$ cat src/rtl/keypad_pkg.sv
// Shared types and constants for the 4x4 matrix keypad scanner.
// KEYMAP is indexed [row][col] with row = ROW bit index, col = COL bit index.
package keypad_pkg;

    typedef enum logic [1:0] {
        SCAN     = 2'd0,
        DEBOUNCE = 2'd1,
        PRESSED  = 2'd2,
        RELEASE  = 2'd3
    } kp_state_t;

    // Rows from r3 down to r0, each row packed c3..c0.
    localparam logic [3:0][3:0][3:0] KEYMAP = 64'hDEF0_C987_B654_A321;

    function automatic logic [3:0] col_rotate(input logic [3:0] c);
        return {c[2:0], c[3]};
    endfunction

endpackage

$ cat src/rtl/keypad_scanner_scan_tick.sv
// Free-running 0..DIVISOR-1 counter; tick is high on the last count of every period.
module scan_tick #(
    parameter int DIVISOR = 10
) (
    input  logic clk,
    input  logic rst_n,
    output logic tick
);
    localparam int W = (DIVISOR > 1) ? $clog2(DIVISOR) : 1;
    localparam logic [W-1:0] LAST = W'(DIVISOR - 1);

    logic [W-1:0] cnt;

    always_ff @(posedge clk or negedge rst_n) begin
        if (!rst_n)
            cnt <= '0;
        else if (cnt == LAST)
            cnt <= '0;
        else
            cnt <= cnt + W'(1);
    end

    assign tick = (cnt == LAST);

endmodule

$ cat src/rtl/keypad_scanner.sv
// Scans a 4x4 active-low keypad one column at a time, debounces presses and releases,
// and shifts each accepted key into a four-digit hex register.
//
// state    | meaning
// SCAN     | rotating columns, looking for exactly one low row
// DEBOUNCE | column held, counting identical samples of the candidate key
// PRESSED  | key accepted and held, waiting for an idle sample
// RELEASE  | counting idle samples before returning to SCAN
module keypad_scanner
    import keypad_pkg::*;
#(
    parameter int CLK_HZ         = 100_000_000,
    parameter int SCAN_HZ        = 1_000,
    parameter int DEBOUNCE_SCANS = 4
) (
    input  logic        CLK100MHZ,
    input  logic        CPU_RESETN,
    input  logic [3:0]  ROW,
    output logic [3:0]  COL,
    output logic [3:0]  key_code,
    output logic        key_valid,
    output logic        key_held,
    output logic [15:0] digits
);
    localparam int DWELL = CLK_HZ / SCAN_HZ;
    localparam int CW    = $clog2(DEBOUNCE_SCANS + 1);
    localparam logic [CW-1:0] CNT_LAST = CW'(DEBOUNCE_SCANS - 1);

    logic [1:0] rst_pipe;
    logic       rst_n;
    logic [3:0] row_meta, row_sync;
    logic       tick;

    kp_state_t   state, state_n;
    logic [3:0]  col, col_n;
    logic [CW-1:0] cnt, cnt_n;
    logic [1:0]  row_q, row_q_n, col_q, col_q_n;
    logic [3:0]  key_code_n;
    logic        key_valid_n, key_held_n;
    logic [15:0] digits_n;
    logic        sample_valid;
    logic [1:0]  sample_row, cur_col;

    // Assert asynchronously, release only after two clean clock edges.
    always_ff @(posedge CLK100MHZ or negedge CPU_RESETN) begin
        if (!CPU_RESETN)
            rst_pipe <= 2'b00;
        else
            rst_pipe <= {rst_pipe[0], 1'b1};
    end
    assign rst_n = rst_pipe[1];

    always_ff @(posedge CLK100MHZ or negedge rst_n) begin
        if (!rst_n) begin
            row_meta <= 4'hF;
            row_sync <= 4'hF;
        end else begin
            row_meta <= ROW;
            row_sync <= row_meta;
        end
    end

    scan_tick #(.DIVISOR(DWELL)) u_tick (
        .clk   (CLK100MHZ),
        .rst_n (rst_n),
        .tick  (tick)
    );

    // Multiple low rows are a ghost pattern and treated the same as idle.
    always_comb begin
        sample_valid = 1'b0;
        sample_row   = 2'd0;
        case (row_sync)
            4'b1110: begin sample_valid = 1'b1; sample_row = 2'd0; end
            4'b1101: begin sample_valid = 1'b1; sample_row = 2'd1; end
            4'b1011: begin sample_valid = 1'b1; sample_row = 2'd2; end
            4'b0111: begin sample_valid = 1'b1; sample_row = 2'd3; end
            default: ;
        endcase
        cur_col = 2'd0;
        case (col)
            4'b1101: cur_col = 2'd1;
            4'b1011: cur_col = 2'd2;
            4'b0111: cur_col = 2'd3;
            default: cur_col = 2'd0;
        endcase
    end

    always_comb begin
        state_n     = state;
        col_n       = col;
        cnt_n       = cnt;
        row_q_n     = row_q;
        col_q_n     = col_q;
        key_code_n  = key_code;
        key_valid_n = 1'b0;
        key_held_n  = key_held;
        digits_n    = digits;
        case (state)
            SCAN: if (tick) begin
                if (sample_valid) begin
                    row_q_n = sample_row;
                    col_q_n = cur_col;
                    cnt_n   = CW'(1);
                    state_n = DEBOUNCE;
                end else begin
                    col_n = col_rotate(col);
                end
            end
            DEBOUNCE: if (tick) begin
                if (sample_valid && sample_row == row_q) begin
                    cnt_n = cnt + CW'(1);
                    if (cnt == CNT_LAST) begin
                        state_n     = PRESSED;
                        key_valid_n = 1'b1;
                        key_held_n  = 1'b1;
                        key_code_n  = KEYMAP[row_q][col_q];
                        digits_n    = {digits[11:0], KEYMAP[row_q][col_q]};
                    end
                end else begin
                    cnt_n   = '0;
                    col_n   = col_rotate(col);
                    state_n = SCAN;
                end
            end
            PRESSED: if (tick && !sample_valid) begin
                cnt_n   = CW'(1);
                state_n = RELEASE;
            end
            RELEASE: if (tick) begin
                if (!sample_valid) begin
                    if (cnt == CNT_LAST) begin
                        cnt_n      = '0;
                        key_held_n = 1'b0;
                        col_n      = col_rotate(col);
                        state_n    = SCAN;
                    end else begin
                        cnt_n = cnt + CW'(1);
                    end
                end else begin
                    // Bounce back to a closed contact: no new key event.
                    cnt_n   = '0;
                    state_n = PRESSED;
                end
            end
            default: state_n = SCAN;
        endcase
    end

    always_ff @(posedge CLK100MHZ or negedge rst_n) begin
        if (!rst_n) begin
            state     <= SCAN;
            col       <= 4'b1110;
            cnt       <= '0;
            row_q     <= 2'd0;
            col_q     <= 2'd0;
            key_code  <= 4'h0;
            key_valid <= 1'b0;
            key_held  <= 1'b0;
            digits    <= 16'h0000;
        end else begin
            state     <= state_n;
            col       <= col_n;
            cnt       <= cnt_n;
            row_q     <= row_q_n;
            col_q     <= col_q_n;
            key_code  <= key_code_n;
            key_valid <= key_valid_n;
            key_held  <= key_held_n;
            digits    <= digits_n;
        end
    end

    assign COL = col;

endmodule

$ cat config.mk
export PLATFORM = sky130hd
export DESIGN_NAME = keypad_scanner
export DESIGN_NICKNAME = d
export VERILOG_FILES = /design/src/rtl/keypad_pkg.sv /design/src/rtl/keypad_scanner_scan_tick.sv /design/src/rtl/keypad_scanner.sv
export SDC_FILE = /design/constraint.sdc
export NUM_CORES = 1
export LEC_CHECK = 0
export ABC_AREA = 1
export CORE_ASPECT_RATIO = 0.8
export CORE_MARGIN = 1.5
export CORE_UTILIZATION = 35
export CTS_CLUSTER_DIAMETER = 200
export DETAILED_ROUTE_END_ITERATION = 8
export GPL_TIMING_DRIVEN = 0
export PLACE_DENSITY = 0.53
export SLEW_MARGIN = 30
export SYNTH_ARGS = -nofsm -noshare
export SYNTH_HDL_FRONTEND = slang
export SYNTH_HIERARCHICAL = 1
export SYNTH_SLANG_ARGS = --single-unit
$ cat constraint.sdc
create_clock -name CLK100MHZ -period 2.1 [get_ports CLK100MHZ]
set_clock_uncertainty 0.2 [all_clocks]
set_input_delay 0.42 -clock CLK100MHZ [delete_from_list [all_inputs] [get_ports CLK100MHZ]]
set_output_delay 0.42 -clock CLK100MHZ [all_outputs]
set_load 0.005 [all_outputs]
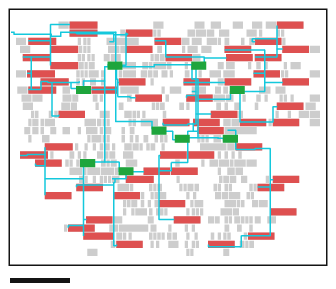
Fig. 1. Clock distribution.
Scale bar: 20 um.
[red] flip-flops | count: 58
[green] clock drivers | count: 9
[cyan] clock wires | length: 849 um
routed clock nets: 10
clock latency on the worst-skew pair: 330 ps
portion of total power attributed to the clock network: 48.6%
Clock net power: 1.14 mW

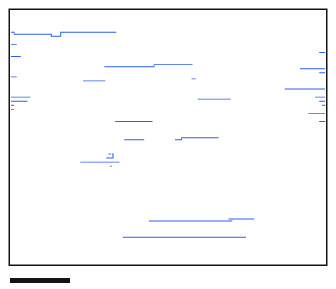
Fig. 2. Signal wires on met3.
Scale bar: 20 um.
wire length on this layer: 270 um
main direction: horizontal
share of all routed wire: 4.4%
longest straight run: 40.9 um
nets with wire on the layer: 24
routed via count: 2,394
global routing usage on met3: 4.22%
WL final: 6080 um

==> out/summary.rpt <==
================================================================================
Simple share                                                               31.1%
Combinational power share                                                   2.9%
Ordered list of cells on the worst path                             ha_4 > nand2_4 > inv_2 > nand2_2 > nor2_4 > nand2_4 > inv_8 > nand2_4 > nor3_4 > nand3_4 > buf_6 > nand2_1 > o21ai_1
Most flops, register                                                  u_tick/cnt
Top cell family by delay on the critical path                       simple AND/OR/NAND/NOR gates
Remaining Overflow, GRT                                                        0
Register bit total from synthesis                                             58
Buffers added on ports                                                        31
Cell types occupying the most area after synthesis                  sky130_fd_sc_hd__dfrtp_1 40%, sky130_fd_sc_hd__nand2_1 13%, sky130_fd_sc_hd__dfstp_2 9.8%
Commonest cells post-synth                                          104 x sky130_fd_sc_hd__nand2_1, 51 x sky130_fd_sc_hd__inv_1, 47 x sky130_fd_sc_hd__dfrtp_1
Worst-case vdd ir drop                                                  0.359 mV
Nets                                                                         436
Overall track demand over capacity in global routing                       14.7%
Portion of total power attributed to sequential cells                      48.5%
Share of the core filled by cells before placement                         36.8%
Worst Path Class, Setup                                               reg -> reg
Number of inserted diodes                                                      0
Sequential cells                                                              58
Instance count on the critical path                                           13
Number of non-clock inverters                                                 55
Routed length on met2                                                    2610 um
Area fraction in mux cells                                                    0%
Post-synthesis net count                                                     377
Nonclk buf count                                                              55
Largest non-sequential cell family by area                          simple AND/OR/NAND/NOR gates
Tapcell count                                                                108
Largest regs                                                        u_tick/cnt (17), digits (13)
Area share of xor/xnor cells in the synthesized design                     2.07%
Cell Count, Final, Fillers Out                                               536
Area of placed instances                                                3440 um2
DRC errors left                                                                0
Worst min-delay path class                                           in -> async
Synth warnings                                                                 6
Number of setup violations in the final report                                 0
Placed insts                                                                 504
CP max stage delay                                                        400 ps
Synth-to-layout area growth                                                31.3%
Critical path buffers and inverters                                            3
Root buffer cell                                                    sky130_fd_sc_hd__clkbuf_8
Total count of hold-check failures in the final report                         0
Highest clock rate                                                       480 MHz
Number of multi-input logic gates                                            244
Average wire per standard cell                                           11.3 um
Final period util                                                          99.2%
Fraction of final layout cells with drive strength greater than 1          22.9%
Top layer used by detailed routing                                          met4
Critical Path Fanout Max                                                      10
Main synth FF type                                                  sky130_fd_sc_hd__dfrtp_1
Last element of the critical path                                     digits[11]
Cell type with the largest total area                               sky130_fd_sc_hd__dfrtp_1
Fraction of area in multi-input gates                                      33.9%
Power Density                                                         604 nW/um2
Critical Path Start                                                 u_tick/cnt[1]
Clock network share of area                                                5.63%
Compound-cell area share of the yosys netlist                              5.41%
Post-CTS setup-driven buffer insertion count                                   4
Area of the synthesized netlist per yosys stat                          2960 um2
OpenROAD warnings                                                             31
Initial antenna violation count                                                0
Slowest-stage cell, CP                                              sky130_fd_sc_hd__dfrtp_1
Fin. max-slew vios                                                             0
Std-Cell Rows                                                                 29
Area fraction in full adders, half adders and majority gates               2.96%
Worst-case register-to-register setup slack                                20 ps
Largest register FFs                                                          17
Leak                                                                     1.96 nW
Met2 layer usage reported by global route                                  22.0%
Final Hold Slack                                                         46.1 ps
Fraction of power spent switching nets                                     21.1%
Average vias per placed instance                                            4.47
Comb group                                                             0.0676 mW
Share of the final layout cell area in sequential cells                    37.8%
Result of the run                                                      completed
Instance count of the mapped netlist                                         364
Minimum clock period after layout                                        2080 ps
Crit path arrival time                                                   2110 ps
Internal power                                                           1.85 mW
Num Clock Sinks                                                               58
Non-clock buffer share                                                     13.7%
Minimum setup slack in the final design                                  16.9 ps
================================================================================
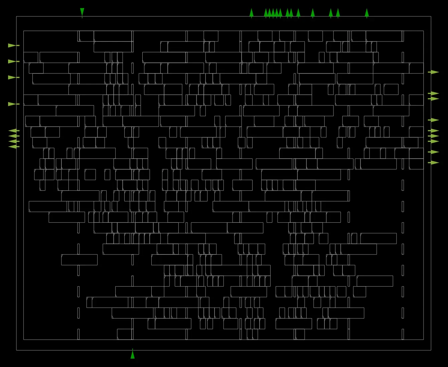
Fig. 3. Cell placement.
Post-Route Utilization: 48.3%
core box area: 8060 um2

Power is estimated from default activity; no workload was simulated.
